==> src/rtl/if_fetch_unit.sv <==
// Instruction-fetch front end: drives pc_out, buffers {pc, instr} pairs and hands them to decode.
// Define IF_ALIGN_CHECK_EN to fault (sticky) on misaligned redirects; otherwise targets are aligned.
module if_fetch_unit #(
  parameter logic [31:0] RESET_PC   = 32'h0000_0000,
  parameter int unsigned FIFO_DEPTH = 2
) (
  input  logic        clk,
  input  logic        rst,
  output logic [31:0] pc_out,
  input  logic [31:0] code_in,
  input  logic        redirect_valid,
  input  logic [31:0] redirect_pc,
  output logic        out_valid,
  input  logic        out_ready,
  output logic [31:0] out_instr,
  output logic [31:0] out_pc,
  output logic        fetch_fault
);

  localparam int unsigned PtrW = $clog2(FIFO_DEPTH);
  localparam int unsigned CntW = PtrW + 1;
  localparam logic [CntW-1:0] DepthCnt = CntW'(FIFO_DEPTH);

  logic [31:0]     fetch_pc_q, fetch_pc_d;
  logic [PtrW-1:0] rd_ptr_q, rd_ptr_d;
  logic [PtrW-1:0] wr_ptr_q, wr_ptr_d;
  logic [CntW-1:0] count_q, count_d;
  logic            fault_q;
  logic            push, pop;

  logic [31:0] pc_mem    [FIFO_DEPTH];
  logic [31:0] instr_mem [FIFO_DEPTH];

  always_comb begin
    out_valid  = (count_q != '0) & ~redirect_valid;
    pop        = out_valid & out_ready;
    // A pop frees a slot in the same cycle, so a full buffer still streams.
    push       = ~redirect_valid & ~fault_q & ((count_q < DepthCnt) | pop);
    fetch_pc_d = fetch_pc_q;
    rd_ptr_d   = rd_ptr_q;
    wr_ptr_d   = wr_ptr_q;
    count_d    = count_q;
    if (redirect_valid) begin
      fetch_pc_d = redirect_pc & ~32'h3;
      rd_ptr_d   = '0;
      wr_ptr_d   = '0;
      count_d    = '0;
    end else begin
      if (push) begin
        wr_ptr_d   = wr_ptr_q + PtrW'(1);
        fetch_pc_d = fetch_pc_q + 32'd4;
      end
      if (pop) begin
        rd_ptr_d = rd_ptr_q + PtrW'(1);
      end
      if (push && !pop) begin
        count_d = count_q + CntW'(1);
      end else if (pop && !push) begin
        count_d = count_q - CntW'(1);
      end
    end
  end

  always_ff @(posedge clk or posedge rst) begin
    if (rst) begin
      fetch_pc_q <= RESET_PC;
      rd_ptr_q   <= '0;
      wr_ptr_q   <= '0;
      count_q    <= '0;
    end else begin
      fetch_pc_q <= fetch_pc_d;
      rd_ptr_q   <= rd_ptr_d;
      wr_ptr_q   <= wr_ptr_d;
      count_q    <= count_d;
    end
  end

`ifdef IF_ALIGN_CHECK_EN
  logic fault_d;

  always_comb begin
    fault_d = fault_q;
    if (redirect_valid && (redirect_pc[1:0] != 2'b00)) begin
      fault_d = 1'b1;
    end
  end

  always_ff @(posedge clk or posedge rst) begin
    if (rst) begin
      fault_q <= 1'b0;
    end else begin
      fault_q <= fault_d;
    end
  end
`else
  assign fault_q = 1'b0;
`endif

  // Storage needs no reset: count gates every read through out_valid.
  always_ff @(posedge clk) begin
    if (push) begin
      pc_mem[wr_ptr_q]    <= fetch_pc_q;
      instr_mem[wr_ptr_q] <= code_in;
    end
  end

  assign pc_out      = fetch_pc_q;
  assign out_pc      = pc_mem[rd_ptr_q];
  assign out_instr   = instr_mem[rd_ptr_q];
  assign fetch_fault = fault_q;

endmodule
==> config.mk <==
export PLATFORM = sky130hd
export DESIGN_NAME = if_fetch_unit
export DESIGN_NICKNAME = d
export VERILOG_FILES = /design/src/rtl/if_fetch_unit.sv
export SDC_FILE = /design/constraint.sdc
export NUM_CORES = 1
export LEC_CHECK = 0
export ABC_AREA = 0
export CAP_MARGIN = 20
export CORE_AREA = 2 2 126 128
export DETAILED_ROUTE_END_ITERATION = 8
export DIE_AREA = 0 0 128 130
export HOLD_SLACK_MARGIN = 0.06
export PLACE_DENSITY = 0.74
export SLEW_MARGIN = 15
export SYNTH_ARGS = -nofsm -noshare
export SYNTH_HDL_FRONTEND = slang
export SYNTH_SLANG_ARGS = --single-unit
==> constraint.sdc <==
create_clock -name clk -period 5.2 [get_ports clk]
set_input_delay 1.04 -clock clk [delete_from_list [all_inputs] [get_ports clk]]
set_output_delay 1.04 -clock clk [all_outputs]
set_load 0.05 [all_outputs]
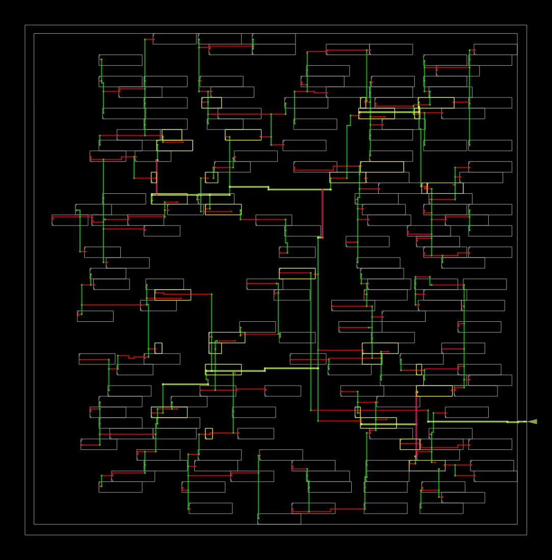
**Above:** run 1 (clock nets).
clock sinks: 158
sequential cell count: 158
P_clk: 0.00116 W

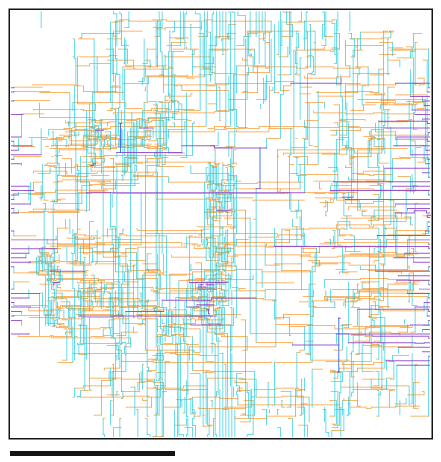
**Above:** run 1 (signal wires by layer).
The bar under the picture is 50 microns long.
[cyan] M2 | wire length: 7310 microns
[orange] M1 | wire length: 6460 microns
[blue] M4 | wire length: 37.4 microns
[purple] M3 | wire length: 959 microns
routed len/inst: 18.47 microns
Total Wirelength: 14.76 mm

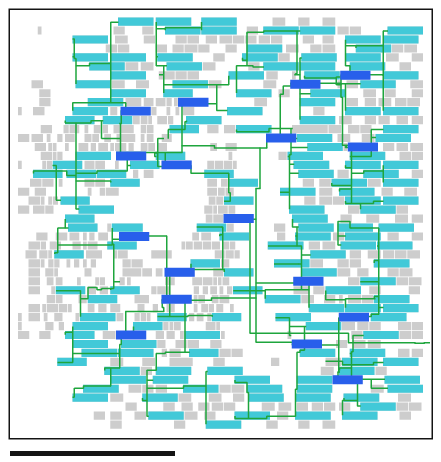
**Above:** run 1 (routed clock nets over the placement).
The bar under the picture is 50 microns long.
[cyan] flip-flops | count: 158
[green] clock wires | length: 1750 microns
[blue] clock-net drivers | count: 17
flops lie: widely spread
Clock power frac: 33.5%
Final Skew: 10.13 ps
Late-Pin Clk Latency: 420 ps

==> impl_metrics.yaml, run 1 <==
# synthesis and place-and-route metrics
status:
  status: "finished, final reports clean"
route:
  drtAntennaViolNets: 0
  vias: 4276
  vias_per_cell: 5.352
  dr.pass1.iters: 4
  met1_length_mm: 6.456
  drc: 0
  wl_met2_mm: 7.307
  drt-initial-drc-count: 326
  wl_met3_microns: 958
  highest_layer: "met4"
setup_path:
  startpoint_type: "flop"
  path_delay_family: "buffers and inverters"
  cp_slowest_cell: "dfrtp_2"
  crit_arrival_ps: 2740
  cpPeakStageDelay_ps: 790
  r2r_cells: 3
  crit_cells: 3
  criticalPathCategory: "reg2out"
  end_kind: "primary output"
  worst_ep_required_time_ps: 4160
  reg2reg_to: "pc_mem[1][29]"
  startpoint: "rd_ptr_q"
  path_cells: "buf_4 -> mux2_2 -> clkdlybuf4s50_1"
  cp_max_fo: 25
timing:
  period_minus_slack_ps: 3776
  period_used_pct: 72.62
  setup_violations: 0
  finalMaxSlewViolations: 0
  worst_slack_ps: 1424
  hold_viol: 0
  relSlewSlack_pct: 36.35
  fmaxAchievable_ghz: 0.2648
  tns_ps: 0
global_routing:
  grt_pass1_vias: 4230
  grt_max_degree: 57
  grt_pass1_wl_mm: 22.41
  antenna_found_initial: 0
job:
  cap_violations: 0
  warning_count: 28
logic_synthesis:
  ys_sh_simple_pct: 10.11
  ys_area_sq_um: 6583
  synth-edff-count: 124
  netlist_instances: 433
  compound_area_share_pct: 5.094
  ff_type: "edfxtp_1"
  ys_cells: 433
  top_logic_kind: "multiplexers"
  netlist_top_cells_count: "edfxtp_1, mux2_2, dfrtp_1, nand2_1, o21ai_1"
  synthArstFlopShare_pct: 21.52
  ys_seq_share_pct: 69.49
  top_area_cell: "edfxtp_1"
  yosysMostFrequentCell: "edfxtp_1"
  yosysWarnings: 0
  synth_area_per_cell_sq_um: 15.20
  synth-seq-cells: 158
  mux_share_pct: 10.76
  top_cell_area_share_pct: 56.57
layout:
  lay_top_cells: "clkdlybuf4s50_1, edfxtp_1, mux2_2"
  synthToLayoutAreaGrowth_pct: 35.09
  fill_cells: 1236
  antenna_cells: 0
  drive_gt1_share_pct: 17.13
  layout.cells.non_filler: 799
  lay_top_count: "clkdlybuf4s50_1"
  nNetsFinal: 663
clocking:
  post_cts_resized: 0
  post_cts_buffers: 0
  cts.clk_slew.worst_paths_ps: 60
  cts_tree: "built"
  hold_buffers: 0
  cts_buffers: 17
worst_hold_path:
  hp-start: "pc_out[31]"
  hold-path-cell-count: 0
  hold_class: "reg2reg"
floorplan:
  fp_util_pct: 42.68
  ios: 166
  core-area_sq_um: 15420
  fp.dieW_microns: 128
pwr:
  comb_power_w: 0.000752
  powerDensity_nw_per_um2: 389.8
  power_leader: "registers"
  comb_power_share_pct: 21.7
  swShare_pct: 28.92
  ir_drop_v: 0.0002430
placement:
  preCtsSetupSlack_ps: 1295
  dp_hpwl_mm: 9.924
  dp.cells: 767
  dpl_cell_area_sq_um: 8332
  place_congestion: 0.7879
  io_buffer_count: 158
==> run 1: routing by layer <==
layer,global-route usage (%),vias up
met5,0,-
met3,5.863,7
met1,22.78,2130
met4,4.913,0
li1,-,1980
met2,29.29,159
==> run 1: layout make-up <==
type / count / area (sq um) / share of cell area [%]
sequential: 158 / 4576 / 51.46
tap: 192 / 240.2 / 2.702
clock buffer: 27 / 503.0 / 5.656
inverter: 6 / 22.52 / 0.2533
timing repair buffer: 163 / 1627 / 18.29
multi-input combinational: 248 / 1867 / 20.99
clock inverter: 5 / 57.56 / 0.6472
==> run 1: sequential cells by signal (all words and copies together) (netlist names) <==
register / flops
instr_mem: 64
pc_out: 30
count_q: 2
pc_mem: 60
wr_ptr_q: 1
rd_ptr_q: 1
==> run 2, diff against run 1 <==
Settings changed: CORE_AREA 2 2 126 128 to 2 2 119 121, DIE_AREA 0 0 128 130 to 0 0 121 123, PLACE_DENSITY 0.74 to 0.79.
Clock period 5.2 ns to 3.9 ns, I/O delays scaled along.
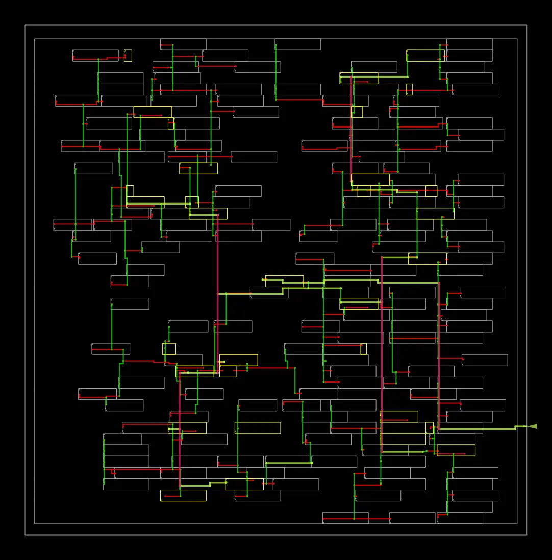
**Above:** run 2 (clock nets).
P_clk: 0.00166 W
Inserted Clock Buffers: 17
Final Skew: 9.090 ps

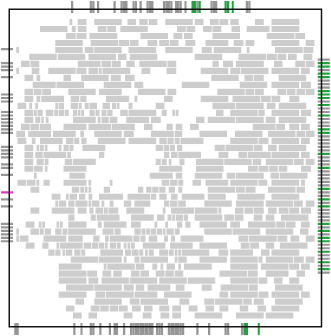
**Above:** run 2 (pin placement).
Pins as bars across the die edge, other pins in grey.
[magenta] out_ready | pins: 1 | direction: input | edge: west
[green] out_instr | pins: 32 | direction: output | edge: 23 east, 6 north, 3 south
IO Port Bufs: 158
Die Width: 121 microns
Die Ht: 123 microns

==> impl_metrics.yaml, run 2 <==
# synthesis and place-and-route metrics
status:
  status: "finished, final reports clean"
worst_hold_path:
  hp-start: "pc_out[31]"
  hold-path-cell-count: 0
  hold_class: "reg2reg"
layout:
  seq_share_pct: 51.12
  biggestCellCategory: "registers"
  logic_gate_count: 248
  nNetsFinal: 665
  fill_cells: 981
  drive_gt1_share_pct: 17.90
  largest_register: "instr_mem"
  final-clk-cell-share_pct: 6.640
  comb_area_sq_um: 1867
  antenna_cells: 0
  largest_reg_flops: 64
  fin_util_pct: 65.76
  layout.cells.non_filler: 789
  lay_top_cells: "clkdlybuf4s50_1, edfxtp_1, mux2_2"
  clock_buffers: 18
  final-seq-area_sq_um: 4576
  synthToLayoutAreaGrowth_pct: 35.98
  comb_area_share_pct: 20.86
  bufAreaShareNonClock_pct: 18.62
  inverters: 6
  ff_count: 158
  lay_top_count: "clkdlybuf4s50_1"
logic_synthesis:
  netlist_top_cells_count: "edfxtp_1, mux2_2, dfrtp_1, nand2_1, o21ai_1"
  synth-edff-count: 124
  top_cell_area_share_pct: 56.57
  synth_area_per_cell_sq_um: 15.20
  ys_seq_share_pct: 69.49
  netlist_instances: 433
  ys_area_sq_um: 6583
  ys_cells: 433
  synth-seq-cells: 158
  yosysMostFrequentCell: "edfxtp_1"
  ff_type: "edfxtp_1"
  synthArstFlopShare_pct: 21.52
  yosysWarnings: 0
route:
  drtAntennaViolNets: 0
  drt-initial-drc-count: 208
  avgRoutedWirePerCell_microns: 18.24
  vias: 4263
  drc: 0
  dr.pass1.iters: 5
clocking:
  cts.clk_slew.worst_paths_ps: 60
  post_cts_buffers: 0
  hold_buffers: 0
  post_cts_resized: 0
  clkSinkCount: 158
  clk_latency_ps: 420
  cts_tree: "built"
setup_path:
  crit_arrival_ps: 2500
  r2r_cells: 5
  path_cells: "buf_12 -> mux2_2 -> clkdlybuf4s50_1"
  startpoint_type: "flop"
  cp_slowest_cell: "clkdlybuf4s50_1"
  startpoint: "rd_ptr_q"
  end_kind: "primary output"
  reg2reg_to: "pc_out[18]"
  crit_cells: 3
  worst_ep_required_time_ps: 3120
  criticalPathCategory: "reg2out"
  cp_max_fo: 50
  cpPeakStageDelay_ps: 740
placement:
  preCtsSetupSlack_ps: 871.5
  dp_hpwl_mm: 9.738
  dpl_cell_area_sq_um: 8357
  place_congestion: 0.7860
  dp.cells: 757
pwr:
  clkPwrFrac_pct: 35.0
  powerDensity_nw_per_um2: 528.6
  power_leader: "registers"
  ir_drop_v: 0.0002800
  comb_power_share_pct: 21.4
  swShare_pct: 29.20
  comb_power_w: 0.00101
timing:
  hold_viol: 0
  period_minus_slack_ps: 3284
  setup_violations: 0
  worst_slack_ps: 615.8
  relSlewSlack_pct: 51.95
  tns_ps: 0
  finalMaxSlewViolations: 0
global_routing:
  grt_pass1_vias: 4289
  grt_pass1_wl_mm: 22.26
  antenna_found_initial: 0
  grt_max_degree: 56
floorplan:
  fp_util_pct: 48.36
  ios: 166
  nWellTaps: 180
job:
  cap_violations: 0
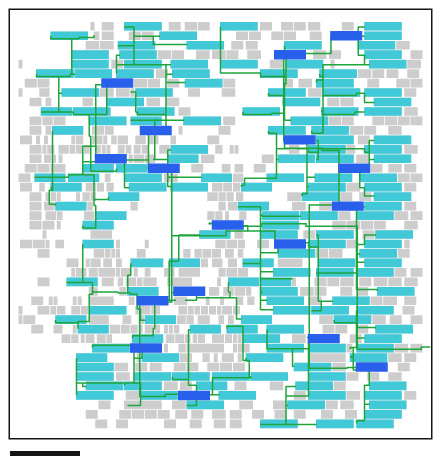
**Above:** run 2 (routed clock nets over the placement).
The bar under the picture is 20 microns long.
[cyan] flip-flops | count: 158
[green] clock wires | length: 1720 microns
[blue] clock-net drivers | count: 17
flops lie: widely spread

run 2: cell counts after synthesis:
No cell type changed its count.
run 2: kinds of logic (layout without fill, tap and decap cells):
| family | Yosys count | count (layout) | share of synthesized area [%] |
|---|---|---|---|
| mux | 63 | 63 | 10.76 |
| flops | 158 | 158 | 69.49 |
| xor+xnor | 13 | 13 | 1.730 |
| simple gates | 115 | 115 | 10.11 |
| fa+ha+maj | 1 | 1 | 0.1900 |
| buf+inv | 31 | 203 | 2.566 |
| compound gates | 51 | 51 | 5.094 |
| other cells | 1 | 5 | 0.05697 |
run 2: metal layers:
| layer | track usage [%] | routed length (microns) |
|---|---|---|
| met5 | 0 | 0 |
| met4 | 7.631 | 172 |
| met3 | 5.351 | 1069 |
| met2 | 34.16 | 7300 |
| met1 | 24.08 | 5850 |
Power is estimated from default activity; no workload was simulated.
